`src/rtl/conv_line_buffer.sv`:
```
// Raster-stream line buffer that emits a packed KERNEL_HEIGHT x KERNEL_WIDTH window per unpadded position.
// Optional window_last output (final window of a frame) enabled by defining CONV_LINE_BUFFER_LAST_EN.
module conv_line_buffer #(
   parameter int KERNEL_WIDTH  = 3,
   parameter int KERNEL_HEIGHT = 3,
   parameter int DATA_WIDTH    = 16,
   parameter int IMG_WIDTH     = 32,
   parameter int IMG_HEIGHT    = 32
) (
   input  logic                                             clk,
   input  logic                                             reset,
   input  logic [DATA_WIDTH-1:0]                            pixel_in,
   input  logic                                             pixel_valid,
   output logic                                             pixel_ready,
   output logic [KERNEL_WIDTH*KERNEL_HEIGHT*DATA_WIDTH-1:0] window_out,
   output logic                                             window_valid,
`ifdef CONV_LINE_BUFFER_LAST_EN
   output logic                                             window_last,
`endif
   input  logic                                             window_ready
);

   localparam int COL_W = (IMG_WIDTH > 1) ? $clog2(IMG_WIDTH) : 1;
   localparam int ROW_W = (IMG_HEIGHT > 1) ? $clog2(IMG_HEIGHT) : 1;

   logic [COL_W-1:0] col_reg;
   logic [ROW_W-1:0] row_reg;
   logic             window_valid_reg;
   logic [KERNEL_WIDTH*KERNEL_HEIGHT*DATA_WIDTH-1:0] window_out_reg;

   // Packed so that element (r,c) lands at ((r*KERNEL_WIDTH)+c)*DATA_WIDTH.
   logic [KERNEL_HEIGHT-1:0][KERNEL_WIDTH-1:0][DATA_WIDTH-1:0] win_reg;
   logic [KERNEL_HEIGHT-1:0][KERNEL_WIDTH-1:0][DATA_WIDTH-1:0] win_next;
   logic [KERNEL_HEIGHT-1:0][DATA_WIDTH-1:0]                   new_col;
   logic [KERNEL_HEIGHT-2:0][DATA_WIDTH-1:0]                   line_tap;

   logic accept;
   logic col_last;
   logic row_last;
   logic in_window;
   logic win_done;

   assign pixel_ready = !window_valid_reg || window_ready;
   assign accept      = pixel_valid && pixel_ready;
   assign col_last    = (col_reg == COL_W'(IMG_WIDTH - 1));
   assign row_last    = (row_reg == ROW_W'(IMG_HEIGHT - 1));
   assign in_window   = (row_reg >= ROW_W'(KERNEL_HEIGHT - 1)) &&
                        (col_reg >= COL_W'(KERNEL_WIDTH - 1));
   assign win_done    = accept && in_window;

   genvar gi, gj;

   // Line k holds the row that is k+1 lines older than the incoming one.
   for (gi = 0; gi < KERNEL_HEIGHT - 1; gi++) begin : g_line
      logic [DATA_WIDTH-1:0] mem [IMG_WIDTH];

      assign line_tap[gi] = mem[col_reg];

      if (gi == 0) begin : g_first
         always_ff @(posedge clk) begin
            if (accept) begin
               mem[col_reg] <= pixel_in;
            end
         end
      end else begin : g_chain
         always_ff @(posedge clk) begin
            if (accept) begin
               mem[col_reg] <= line_tap[gi-1];
            end
         end
      end
   end

   assign new_col[KERNEL_HEIGHT-1] = pixel_in;
   for (gi = 0; gi < KERNEL_HEIGHT - 1; gi++) begin : g_new_col
      assign new_col[gi] = line_tap[KERNEL_HEIGHT-2-gi];
   end

   for (gi = 0; gi < KERNEL_HEIGHT; gi++) begin : g_row
      for (gj = 0; gj < KERNEL_WIDTH; gj++) begin : g_col
         if (gj == KERNEL_WIDTH - 1) begin : g_enter
            assign win_next[gi][gj] = new_col[gi];
         end else begin : g_shift
            assign win_next[gi][gj] = win_reg[gi][gj+1];
         end
      end
   end

   always_ff @(posedge clk) begin
      if (reset) begin
         col_reg          <= '0;
         row_reg          <= '0;
         win_reg          <= '0;
         window_out_reg   <= '0;
         window_valid_reg <= 1'b0;
      end else begin
         if (accept) begin
            win_reg <= win_next;
            if (col_last) begin
               col_reg <= '0;
               row_reg <= row_last ? '0 : row_reg + ROW_W'(1);
            end else begin
               col_reg <= col_reg + COL_W'(1);
            end
         end
         // A window completing in the same cycle as a consume replaces the old one.
         if (win_done) begin
            window_out_reg   <= win_next;
            window_valid_reg <= 1'b1;
         end else if (window_ready) begin
            window_valid_reg <= 1'b0;
         end
      end
   end

   assign window_out   = window_out_reg;
   assign window_valid = window_valid_reg;

`ifdef CONV_LINE_BUFFER_LAST_EN
   logic window_last_reg;

   always_ff @(posedge clk) begin
      if (reset) begin
         window_last_reg <= 1'b0;
      end else if (win_done) begin
         window_last_reg <= row_last && col_last;
      end
   end

   assign window_last = window_last_reg;
`endif

endmodule
```
`config.mk`:
```
export PLATFORM = sky130hd
export DESIGN_NAME = conv_line_buffer
export DESIGN_NICKNAME = d
export VERILOG_FILES = /design/src/rtl/conv_line_buffer.sv
export SDC_FILE = /design/constraint.sdc
export NUM_CORES = 1
export LEC_CHECK = 0
export ABC_AREA = 1
export CAP_MARGIN = 20
export CORE_UTILIZATION = 35
export CTS_BUF_LIST = sky130_fd_sc_hd__clkbuf_4 sky130_fd_sc_hd__clkbuf_8
export CTS_CLUSTER_DIAMETER = 60
export DETAILED_ROUTE_END_ITERATION = 12
export GPL_TIMING_DRIVEN = 0
export SYNTH_ARGS = -nofsm -noshare
export SYNTH_HDL_FRONTEND = slang
export SYNTH_SLANG_ARGS = --single-unit
```
`constraint.sdc`:
```
create_clock -name clk -period 7 [get_ports clk]
set_input_delay 1.05 -clock clk [delete_from_list [all_inputs] [get_ports clk]]
set_output_delay 1.05 -clock clk [all_outputs]
set_load 0.005 [all_outputs]
```
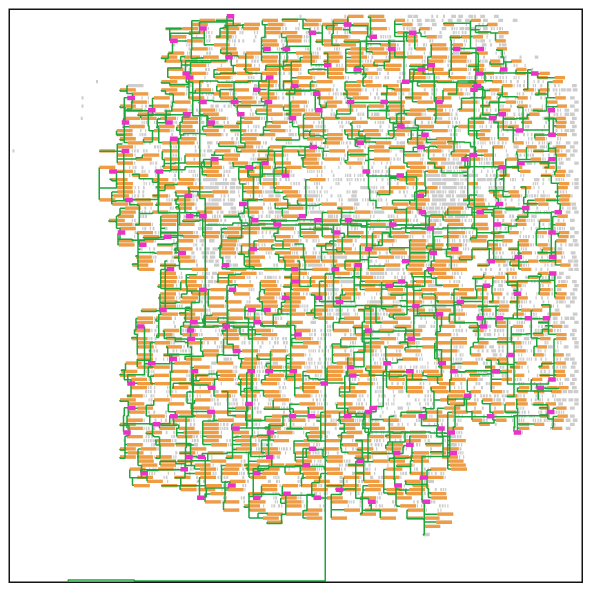
Figure 1: run 1, clock network drawn from the DEF.
Drawn at 1.5 px/um.
- flip-flops: orange (count 1280)
- clock-net drivers: magenta (count 201)
- clock wires: green (length 15900 um)
- routed clock nets: 202
Worst Skew: 0.0422 ns
clock power share: 38.7%
Clk. pwr: 6.33 mW
clk latency late pin: 0.93 ns

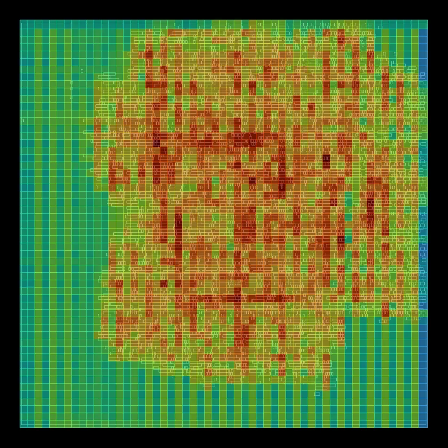
Figure 2: run 1, routing congestion.
routing usage on met1: 27.5%
global routing's busiest layer: met2
final core occ: 42.0%
GR Util met2: 33.3%
DR WL/cell: 22.1 um

==> qor.txt, run 1 <==
Reg2Reg Depth: 9
WHS: 0.454 ns
Yosys adder share: 0.199%
CP Class: reg -> reg
Slew @ Worst Pin: 1.05 ns
Worst hold path depth: 2
Final hold vios: 0
Outcome: completed
Dpl hpwl: 106000 um
Max Cap Viol: 0
Max Transition Viols Final: 0
Total Nets Final: 4958
Relative slew slack: 29.7%
Commonest Layout Cell: nand2_1
First-pass GRT wire length: 222000 um
Period utilization: 52.1%
Grt total ovfl: 0
Initial antenna violation count: 17
Largest logic family: simple AND/OR/NAND/NOR gates
Post-synth regs: 1280
Combinational Power Share: 9.4%
Setup crit start kind: flop
Largest net degree at the start of global routing: 35
DRC violations left: 0
Mapped Avg Cell Area: 11.1 sq um
Remaining antenna violation count after routing: 0
Initial DRC count: 3979
Max clock buf depth: 3
Asr flop ratio synth: 0%
PD cells: 274 nW/um^2
RSZ-0062 raised after global routing: false
Setup TNS: 0 ns
VDD IR-drop max: 0.133 mV
Die Y-Extent: 381 um
Clock transition at the registers of the reported paths: 0.06 ns
GRT Total Usage: 20.8%
Root Driver: clkbuf_8
Sequential fraction of the synthesis area: 71.4%
Mapped Cells: 4515
Area reported by Yosys stat: 50300 sq um
TritonCTS clock tree: yes
Area growth, synth to finish: 18.7%
Post-CTS resize count: 0
RD Place Congestion: 0.944
Synthesis Warnings: 0
Int Power: 12.2 mW
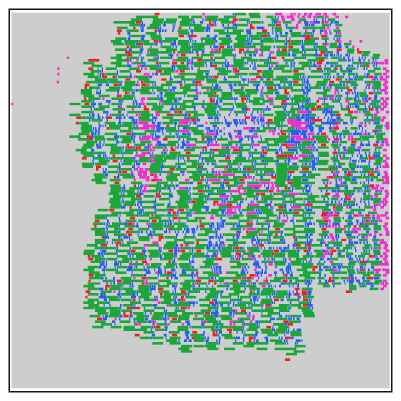
Figure 3: run 1, placed cells, one color a class.
Drawn at 1 px/um. Fill, decap, tap and diode cells in gray.
- registers: green (cells 1280)
- remaining logic cells: blue (cells 2937)
- clock drivers and dummy loads: red (cells 373)
- remaining buffers and delay cells: magenta (cells 510)
row cnt: 138
cell area after layout: 59700 sq um
register share of the cell area: 60.1%
core area: 142000 sq um

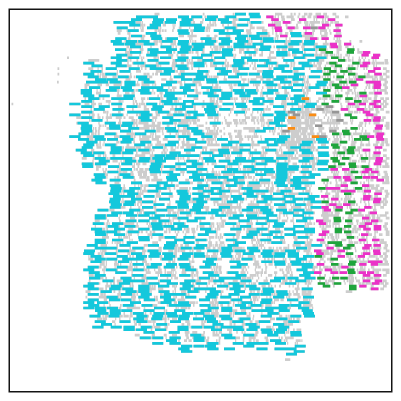
Figure 4: run 1, sequential cells grouped by signal name.
Drawn at 1 px/um. Other sequential cells in the stronger gray, the rest of the logic in the fainter gray.
- col_reg: orange (flops 5; where upper right)
- g_line.mem: cyan (flops 1024)
- window_out: magenta (flops 144; where a vertical strip on the right)
- win_next: green (flops 96)
register area: 35900 sq um
Seq. pwr: 8.48 mW

==> run 1: layout make-up <==
class | count | area [sq um]
Fill cell | 13400 | 82300
Sequential cell | 1280 | 35900
Multi-Input combinational cell | 2896 | 12700
Clock buffer | 293 | 3550
Timing Repair Buffer | 212 | 2770
Tap cell | 1890 | 2360
Buffer | 298 | 1780
Clock inverter | 80 | 473
Inverter | 41 | 161
Antenna cell | 5 | 12.5
==> run 1: critical path, cell delays in order (launching register included) <==
cell      delay, ns
dfxtp_1        0.38
buf_2          0.54
clkbuf_1       0.59
nand3_1        0.31
nand2_1        0.21
nand2_1        0.08
nand3_1        0.09
nand2_1        0.25
inv_1          0.75
buf_16         0.24
==> run 1: power groups by stage <==
stage	Clock [mW]	Sequential (mW)	Combinational, mW
global route	6.73	8.48	1.63
detailed placement	0	8.63	1.49
floorplan	0	8.62	0.745
CTS	6.40	8.48	1.49
global placement	0	8.65	1.37
finish	6.33	8.48	1.54
==> run 1: synth_stat cells (8+ instances only) <==
library cell and count:
buf_2 121, buf_6 51, nand2_1 1548, ha_1 8, nand3_1 842, buf_1 28, inv_1 35, buf_4 29
dfxtp_1 256, nor2_1 171, a21oi_1 180, clkbuf_1 67, edfxtp_1 1024, o21ai_0 132
==> run 1: routing by layer <==
metal  wire (um)  vias to the layer above  global-route usage, %
met5         141                        -                      0
met1       63600                    17400                   27.5
met3       14600                      270                   5.27
li1            -                    16500                      -
met2       71500                     1594                   33.3
met4        4480                       22                   7.14
==> run 1: kinds of logic (layout without fill, tap and decap cells) <==
group           Yosys count  after routing
compound gates          319            319
fa+ha+maj                 8              8
buf+inv                 339            924
flops                  1280           1280
other cells               0              5
simple gates           2569           2569
==> run 1: metrics by stage <==
stage | instances | area [sq um]
after floorplan | 4515 | 50300
after global placement | 6569 | 54300
after detailed placement | 6615 | 55600
after CTS | 6988 | 59600
after global routing | 6991 | 59700
final | 6995 | 59700
==> run 1: final timing paths <==
path                               to  slack [ns]    startpoint
setup / recovery  g_line[1].mem[7][6]        3.35          flop
setup reg to reg  g_line[1].mem[7][6]        3.35          flop
hold reg to reg        window_out[96]        0.45  win_next[96]
hold / removal         window_out[96]        0.45  win_next[96]
==> run 2, diff against run 1 <==
==> constraint.sdc (replaced) <==
create_clock -name clk -period 3.75 [get_ports clk]
set_input_delay 0.5625 -clock clk [delete_from_list [all_inputs] [get_ports clk]]
set_output_delay 0.5625 -clock clk [all_outputs]
set_load 0.005 [all_outputs]
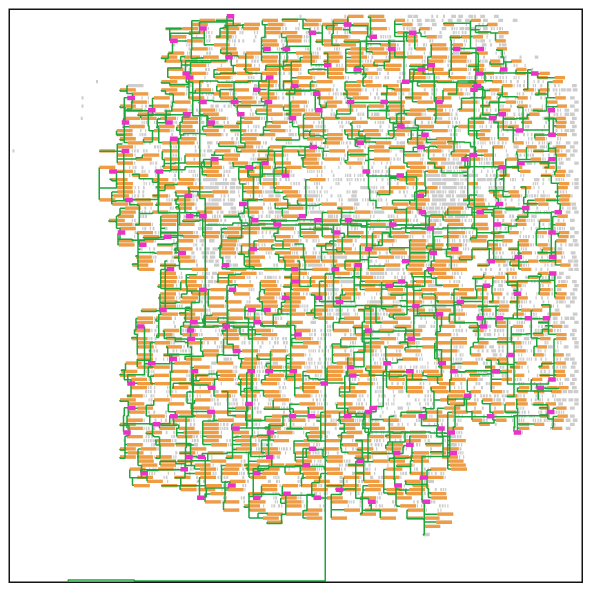
Figure 5: run 2, clock network drawn from the DEF.
Drawn at 1.5 px/um.
- clock wires: green (length 15900 um)
- flip-flops: orange (count 1280)
- clock-net drivers: magenta (count 201)
- flops lie: widely spread
Clk. pwr: 11.8 mW

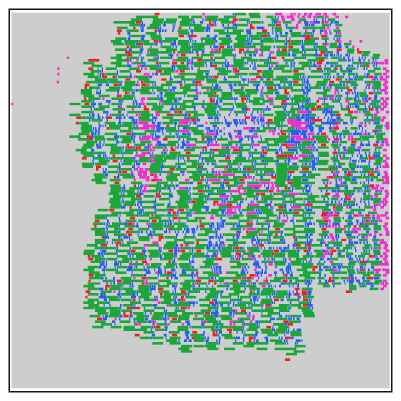
Figure 6: run 2, placed cells, one color a class.
Drawn at 1 px/um. Fill, decap, tap and diode cells in gray.
- registers: green (cells 1280)
- remaining buffers and delay cells: magenta (cells 510)
- clock drivers and dummy loads: red (cells 373)
- remaining logic cells: blue (cells 2937)

==> run 2 against run 1 <==
Compared with the run above:
- combinational power is 86% higher
- register-to-register slack worse by 3.2 ns
- cell count did not move
- flip-flop count unchanged
- core utilization did not move
- hold slack got worse by 0.17 ns
- clock-buffer cell count did not move
- total power is 87% higher
- final area is the same
- non-clock buffer count unchanged
- setup slack got worse by 3.2 ns
- critical endpoint unchanged
==> qor.txt, run 2 <==
Clock transition at the registers of the reported paths: 0.06 ns
Post-synth regs: 1280
Most frequent cell after synthesis: nand2_1
Outcome: completed
Synthesis Warnings: 0
Placed inst area: 55600 sq um
Sequential fraction of the synthesis area: 71.4%
CP max stage cell: inv_1
First-pass GRT wire length: 222000 um
Root Driver: clkbuf_8
Clock power share: 38.7%
Mapped Avg Cell Area: 11.1 sq um
Largest net degree at the start of global routing: 35
Max Transition Viols Final: 0
Clk latency late pin: 0.93 ns
CP Cell Sequence: buf_2 > clkbuf_1 > nand3_1 > nand2_1 > nand2_1 > nand3_1 > nand2_1 > inv_1 > buf_16
Dpl hpwl: 106000 um
Area growth, synth to finish: 18.7%
Relative slew slack: 29.7%
Fill cells: 13400
RD Place Congestion: 0.944
TritonCTS clock tree: yes
Period utilization: 97.3%
DR WL/cell: 22.1 um
Mapped Cells: 4515
Most common cell on crit path: nand2_1
Asr flop ratio synth: 0%
Setup crit start kind: flop
Combinational Power Share: 9.4%
Slowest stage delay, CP: 0.75 ns
PD cells: 511 nW/um^2
Row cnt: 138
[run 2: worst max-delay path: cells and delay by family, from the launching register on]
family,cells,cell delay [ns]
DFF,1,0.38
buffers and inverters,4,2.12
and+or+nand+nor,5,0.94
[run 2: path summary, 6_finish.rpt]
kind | endpoint | cells past startpoint | slack [ns]
worst max-delay path | g_line[1].mem[7][6] | 9 | 0.1
worst min-delay path | window_out[30] | 3 | 0.28
worst max register to register | g_line[1].mem[7][6] | 9 | 0.1
worst min register to register | window_out[96] | 2 | 0.45
[run 2: cells by family after synthesis]
family | after synthesis | share of synthesized area, %
AND-OR/OR-AND | 319 | 3.24
flip-flops | 1280 | 71.4
adder cells (fa/ha/maj) | 8 | 0.199
AND/OR/NAND/NOR | 2569 | 21.3
buffers and inverters | 339 | 3.86
[run 2: cell type report]
type	count	area (sq um)	area share, %
clock inverters	80	473	0.793
clock buffers	293	3550	5.95
multi-input cells	2896	12700	21.3
plain buffers	298	1780	2.98
inverters	41	161	0.270
flip-flops and latches	1280	35900	60.1
diodes	5	12.5	0.0210
repair buffers	212	2770	4.64
well taps	1890	2360	3.96
[run 2: layer usage]
layer	up-vias	routed length, um	track usage, %
met5	-	141	0
met3	270	14600	5.27
met2	1594	71500	33.3
met1	17400	63600	27.5
met4	22	4480	7.14
li1	16500	-	-
[run 2: power groups by stage]
stage | combinational, mW | sequential (mW) | clock (mW)
after floorplan | 1.39 | 16.1 | 0
after global placement | 2.56 | 16.1 | 0
after detailed placement | 2.78 | 16.1 | 0
final | 2.87 | 15.8 | 11.8
after CTS | 2.79 | 15.8 | 11.9
after global routing | 3.04 | 15.8 | 12.6
[run 2: through the flow]
| stage | util, % | total power, mW | hold WS (ns) | TNS, ns | cells |
|---|---|---|---|---|---|
| 2_1_floorplan | - | 17.5 | 0.436 | 0 | 4515 |
| 3_3_place_gp | 38.2 | 18.7 | 0.449 | -1626.19 | 6569 |
| 3_5_place_dp | 39.2 | 18.9 | 0.454 | -25.63 | 6615 |
| 4_1_cts | 42.0 | 30.6 | 0.219 | 0 | 6988 |
| 5_1_grt | 42.0 | 31.4 | 0.262 | 0 | 6991 |
| 6_report | 42.0 | 30.5 | 0.284 | 0 | 6995 |
No activity file was given, so power comes from the tool's default toggle rates.
